Figure 1. Power grid.
Bar = 20 µm. Pins as bars on the die edge.
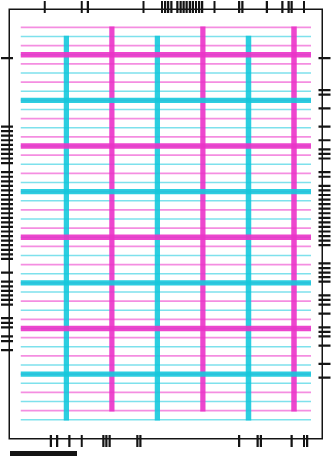
Figure 2. Placement by cell class.
Bar = 20 µm.
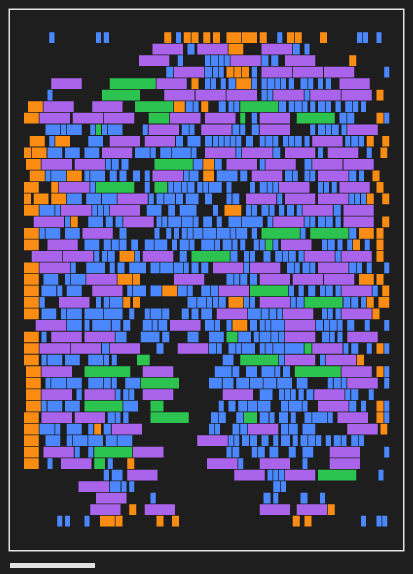
Figure 3. Clock network drawn from the DEF.
Bar = 20 µm.
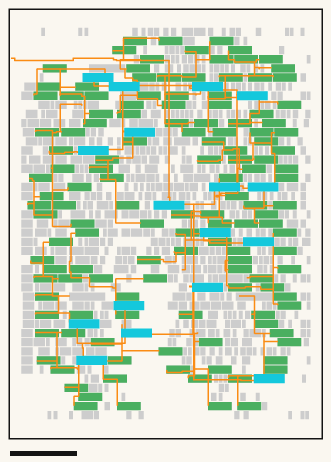
<file path="config.mk">
export PLATFORM = sky130hd
export DESIGN_NAME = pipeline_debug_controller
export DESIGN_NICKNAME = d
export VERILOG_FILES = /design/src/rtl/pipeline_debug_controller.sv
export SDC_FILE = /design/constraint.sdc
export NUM_CORES = 1
export LEC_CHECK = 0
export CAP_MARGIN = 5
export CORE_ASPECT_RATIO = 1.4
export CORE_MARGIN = 3
export CORE_UTILIZATION = 55
export DETAILED_ROUTE_END_ITERATION = 6
export HOLD_SLACK_MARGIN = 0.05
export MAX_ROUTING_LAYER = met4
export PLACE_DENSITY = 0.95
export SLEW_MARGIN = 40
export SYNTH_ARGS = -nofsm -noshare
export SYNTH_HDL_FRONTEND = slang
export SYNTH_SLANG_ARGS = --single-unit
</file>
<file path="constraint.sdc">
create_clock -name i_clk -period 8.4 [get_ports i_clk]
set_clock_uncertainty 0.1 [all_clocks]
set_input_delay 1.26 -clock i_clk [delete_from_list [all_inputs] [get_ports i_clk]]
set_output_delay 1.26 -clock i_clk [all_outputs]
set_load 0.1 [all_outputs]
</file>
<file path="src/rtl/pipeline_debug_controller.sv">
// ----------------------------------------------------------------------------
// pipeline_debug_controller
//   Byte-command sequencer between a UART and the five-stage MIPS pipeline.
//   It loads program words into instruction memory, runs or single-steps the
//   pipeline through o_halt, and reports the PC (and optionally the cycle
//   count) back to the UART transmitter.
//
//   Commands accepted in IDLE: 'L' load, 'R' run, 'S' step, 'D' dump.
//
//   Optional feature macro: DEBUG_CYCLE_COUNT_EN
//     defined   -> 32-bit unhalted-cycle counter built, dump = PC + count
//     undefined -> no counter, dump = PC only
//
// Ports
//   i_clk, i_reset                 clock, synchronous active-high reset
//   i_rx_data/i_rx_valid           received byte + one-cycle strobe
//   o_tx_data/o_tx_start/i_tx_busy transmit byte, start pulse, busy
//   o_write_instruction_mem        one-cycle imem write enable
//   o_instruction_mem_addr/_data   imem byte address / instruction word
//   o_halt                         1 freezes the pipeline
//   i_pc, i_program_end            pipeline fetch PC, HALT retired
//   o_state                        FSM state (debug)
// ----------------------------------------------------------------------------
module pipeline_debug_controller #(
    parameter int MAX_WORDS = 256
) (
    input  logic        i_clk,
    input  logic        i_reset,
    input  logic [7:0]  i_rx_data,
    input  logic        i_rx_valid,
    output logic [7:0]  o_tx_data,
    output logic        o_tx_start,
    input  logic        i_tx_busy,
    output logic        o_write_instruction_mem,
    output logic [31:0] o_instruction_mem_addr,
    output logic [31:0] o_instruction_mem_data,
    output logic        o_halt,
    input  logic [31:0] i_pc,
    input  logic        i_program_end,
    output logic [2:0]  o_state
);
    localparam int IDX_W = $clog2(MAX_WORDS + 1);
`ifdef DEBUG_CYCLE_COUNT_EN
    localparam logic [2:0] DUMP_LAST = 3'd7;
`else
    localparam logic [2:0] DUMP_LAST = 3'd3;
`endif

    typedef enum logic [2:0] {
        IDLE      = 3'd0,
        LOAD_CNT  = 3'd1,
        LOAD_BYTE = 3'd2,
        LOAD_WR   = 3'd3,
        RUN       = 3'd4,
        STEP      = 3'd5,
        SEND      = 3'd6,
        SEND_WAIT = 3'd7
    } state_t;

    state_t             state_q, state_d;
    logic               halt_q, halt_d;
    logic               we_q, we_d;
    logic [31:0]        addr_q, addr_d;
    logic [31:0]        wdata_q, wdata_d;
    logic               tx_start_q, tx_start_d;
    logic [7:0]         tx_data_q, tx_data_d;
    logic [IDX_W-1:0]   n_q, n_d;
    logic [IDX_W-1:0]   idx_q, idx_d;
    logic [1:0]         bcnt_q, bcnt_d;
    logic [23:0]        wbuf_q, wbuf_d;
    logic [31:0]        pc_q, pc_d;
    logic [2:0]         byte_q, byte_d;
    logic               ack_q, ack_d;
    logic               guard_q, guard_d;
`ifdef DEBUG_CYCLE_COUNT_EN
    logic [31:0]        cnt_q, cnt_d;
`endif

    // Byte currently due on the transmitter, big-endian within each word.
    logic [31:0] sel_word;
    logic [7:0]  next_byte;
    always_comb begin
        sel_word = pc_q;
`ifdef DEBUG_CYCLE_COUNT_EN
        if (byte_q[2]) sel_word = cnt_q;
`endif
        case (byte_q[1:0])
            2'd0:    next_byte = sel_word[31:24];
            2'd1:    next_byte = sel_word[23:16];
            2'd2:    next_byte = sel_word[15:8];
            default: next_byte = sel_word[7:0];
        endcase
        if (ack_q) next_byte = 8'h4B;
    end

    always_comb begin
        state_d    = state_q;
        halt_d     = 1'b1;
        we_d       = 1'b0;
        addr_d     = addr_q;
        wdata_d    = wdata_q;
        tx_start_d = 1'b0;
        tx_data_d  = tx_data_q;
        n_d        = n_q;
        idx_d      = idx_q;
        bcnt_d     = bcnt_q;
        wbuf_d     = wbuf_q;
        pc_d       = pc_q;
        byte_d     = byte_q;
        ack_d      = ack_q;
        guard_d    = guard_q;
`ifdef DEBUG_CYCLE_COUNT_EN
        cnt_d      = halt_q ? cnt_q : cnt_q + 32'd1;
`endif
        case (state_q)
            IDLE: if (i_rx_valid) begin
                case (i_rx_data)
                    8'h4C: state_d = LOAD_CNT;
                    8'h52: begin
                        // Program already finished: dump without running.
                        if (i_program_end) begin
                            state_d = SEND; pc_d = i_pc; ack_d = 1'b0; byte_d = '0;
                        end else begin
                            state_d = RUN; halt_d = 1'b0;
                        end
                    end
                    8'h53: begin state_d = STEP; halt_d = 1'b0; end
                    8'h44: begin
                        state_d = SEND; pc_d = i_pc; ack_d = 1'b0; byte_d = '0;
                    end
                    default: ;
                endcase
            end
            LOAD_CNT: if (i_rx_valid) begin
                n_d    = (int'(i_rx_data) > MAX_WORDS) ? IDX_W'(MAX_WORDS)
                                                       : IDX_W'(i_rx_data);
                idx_d  = '0;
                bcnt_d = '0;
`ifdef DEBUG_CYCLE_COUNT_EN
                cnt_d  = '0;
`endif
                if (i_rx_data == 8'h00) begin
                    state_d = SEND; ack_d = 1'b1; byte_d = '0;
                end else begin
                    state_d = LOAD_BYTE;
                end
            end
            LOAD_BYTE: if (i_rx_valid) begin
                if (bcnt_q == 2'd3) begin
                    we_d    = 1'b1;
                    addr_d  = 32'(idx_q) << 2;
                    wdata_d = {wbuf_q, i_rx_data};
                    bcnt_d  = '0;
                    state_d = LOAD_WR;
                end else begin
                    wbuf_d  = {wbuf_q[15:0], i_rx_data};
                    bcnt_d  = bcnt_q + 2'd1;
                end
            end
            LOAD_WR: begin
                idx_d = idx_q + 1'b1;
                if (idx_q + 1'b1 == n_q) begin
                    state_d = SEND; ack_d = 1'b1; byte_d = '0;
                end else begin
                    state_d = LOAD_BYTE;
                end
            end
            RUN: begin
                if (i_program_end) begin
                    state_d = SEND; pc_d = i_pc; ack_d = 1'b0; byte_d = '0;
                end else begin
                    halt_d = 1'b0;
                end
            end
            STEP: begin
                state_d = SEND; pc_d = i_pc; ack_d = 1'b0; byte_d = '0;
            end
            SEND: if (!i_tx_busy) begin
                tx_start_d = 1'b1;
                tx_data_d  = next_byte;
                guard_d    = 1'b1;
                state_d    = SEND_WAIT;
            end
            SEND_WAIT: begin
                // Busy rises one cycle after start, so skip the first cycle.
                if (guard_q) begin
                    guard_d = 1'b0;
                end else if (!i_tx_busy) begin
                    if (ack_q || byte_q == DUMP_LAST) begin
                        state_d = IDLE;
                    end else begin
                        byte_d  = byte_q + 3'd1;
                        state_d = SEND;
                    end
                end
            end
            default: state_d = IDLE;
        endcase
    end

    always_ff @(posedge i_clk) begin
        if (i_reset) begin
            state_q    <= IDLE;
            halt_q     <= 1'b1;
            we_q       <= 1'b0;
            addr_q     <= '0;
            wdata_q    <= '0;
            tx_start_q <= 1'b0;
            tx_data_q  <= '0;
            n_q        <= '0;
            idx_q      <= '0;
            bcnt_q     <= '0;
            wbuf_q     <= '0;
            pc_q       <= '0;
            byte_q     <= '0;
            ack_q      <= 1'b0;
            guard_q    <= 1'b0;
`ifdef DEBUG_CYCLE_COUNT_EN
            cnt_q      <= '0;
`endif
        end else begin
            state_q    <= state_d;
            halt_q     <= halt_d;
            we_q       <= we_d;
            addr_q     <= addr_d;
            wdata_q    <= wdata_d;
            tx_start_q <= tx_start_d;
            tx_data_q  <= tx_data_d;
            n_q        <= n_d;
            idx_q      <= idx_d;
            bcnt_q     <= bcnt_d;
            wbuf_q     <= wbuf_d;
            pc_q       <= pc_d;
            byte_q     <= byte_d;
            ack_q      <= ack_d;
            guard_q    <= guard_d;
`ifdef DEBUG_CYCLE_COUNT_EN
            cnt_q      <= cnt_d;
`endif
        end
    end

    assign o_state                 = state_q;
    assign o_halt                  = halt_q;
    assign o_write_instruction_mem = we_q;
    assign o_instruction_mem_addr  = addr_q;
    assign o_instruction_mem_data  = wdata_q;
    assign o_tx_start              = tx_start_q;
    assign o_tx_data               = tx_data_q;
endmodule

</file>
==> run summary <==
impl run done, here's what came out: outcome=completed, Unique cell types=50, Comb/total area=0.394, setup TNS=0 ps, diode count=0, CTS root buf=clkbuf_16, ys flops=135, largest net degree at the start of global routing=98, fillers=798, largest stage delay on the critical path=770 ps, crit path launch type=primary input, hold worst-path end=o_instruction_mem_addr[9], final-layout clock-cell area share=0.0849, Area Growth Syn to Fin=21.1%, mux share=0.0586, total global-route track usage=0.243, crit path to=pc_q[26], most frequent cell after synthesis=nand2_1, average vias per placed instance=5.51, synth cell count leaders=172 x nand2_1, 135 x dfxtp_1, 94 x a21oi_1, 69 x nor2_1, 41 x clkbuf_1, Non-clock buffers, area share=0.106, GR Util met2=0.404, Seq area share=0.384, WL final=13700 µm, gr ovfl total=0, Synth Instances=719, main flop type=dfxtp_1, clock period minus worst slack=3970 ps, share of layout cells above drive strength 1=0.121, DR iter-0 viols=345, Worst Path Arrival=4130 ps, Reg2Reg Setup Slack=5630 ps, RR Startpoint=o_state[1], row cnt=43, Post-CTS Hold Fix Bufs=0, Yosys chip area=5810 µm², comb area leader=simple AND/OR/NAND/NOR gates, H-tree lvl count=4, WS Path Type=primary input to flop, CTS tree=yes, highest routed layer=met4, Hold Vio Cnt, Final=0, M1 WL=5420 µm, Most Crowded Layer GR=met2, GR Util met3=0.0660, peak supply drop=0.157 mV, Slew HR=0.528, met3 WL=898 µm, total power=1.48 mW, DR DRC count=0, drt wl/cell=14.6 µm, Min Hold Slack=349 ps, clock sink count=135, met1 usage=0.272, first-pass GRT wire length=22700 µm, Min-Delay Path Depth=2, Log Warnings=29, Final period util=0.473, Top-area cell share=0.466, Starting Density=0.574, Flops=135, CP Launch Point=i_rx_data[0], largest class=logic gates, Synth area leader=dfxtp_1, simple share=0.216, register share after synthesis=0.466, final-layout clock buffer total=20, post-DP HPWL=9570 µm, Reg clk slew, reported paths=50 ps, yosys aoi share=0.156, cts repair resizes=0, hold path startpoint=o_instruction_mem_addr[9], adder-cell share of the synthesized area=0.0151, Achievable Freq=252 MHz, Die ar.=11800 µm², Slowest-stage cell, CP=or4_4, RePlAce Congestion=0.951, Final nets=844, Top Ports=123
-- Figure 1 (at the start) --
Key: VSS = cyan; VDD = magenta
44 met1 rails follow the rows. The core has 43 rows. 123 signal pins sit on the boundary. 6 straps on met4.
Core Footprint: 10100 µm²
Die X-Extent: 92.8 µm
die y size: 128 µm

-- Figure 2 (at the start) --
Key: clock drivers and dummy loads = green [cells 31]; other buffers and delay cells = orange [cells 103]; combinational and other logic = blue [cells 535]; flops = purple [cells 135]

-- Figure 3 (at the start) --
Key: clock wires = orange [length 1520 µm]; clock drivers = cyan [count 17]; flip-flops = green [count 135]
Position of the flops: spread over the die.
worst skew pair latency: 420 ps
clock share of power: 0.504

stage by stage:
stage	utilization	instances	setup WS [ps]	instance area (µm²)
detailed placement	0.636	908	4040	6440
finish	0.695	939	4430	7030
CTS	0.695	939	4460	7030
global placement	0.662	908	3680	6700
floorplan	-	741	4880	5890
global route	0.695	939	4300	7030
power breakdown:
part / leakage [nW] / internal, mW / switching (mW)
clock: 0.286 / 0.474 / 0.271
combinational: 1.55 / 0.0232 / 0.0672
sequential: 1.09 / 0.642 / 0.00105
total: 2.92 / 1.14 / 0.339
worst max-delay path: cells and delay by family:
kind,cells,cell delay [ps]
multiplexers,1,270
buffers and inverters,1,540
AND/OR/NAND/NOR,5,2040
Power figures rest on the tool's default switching activity, not on a simulated workload.
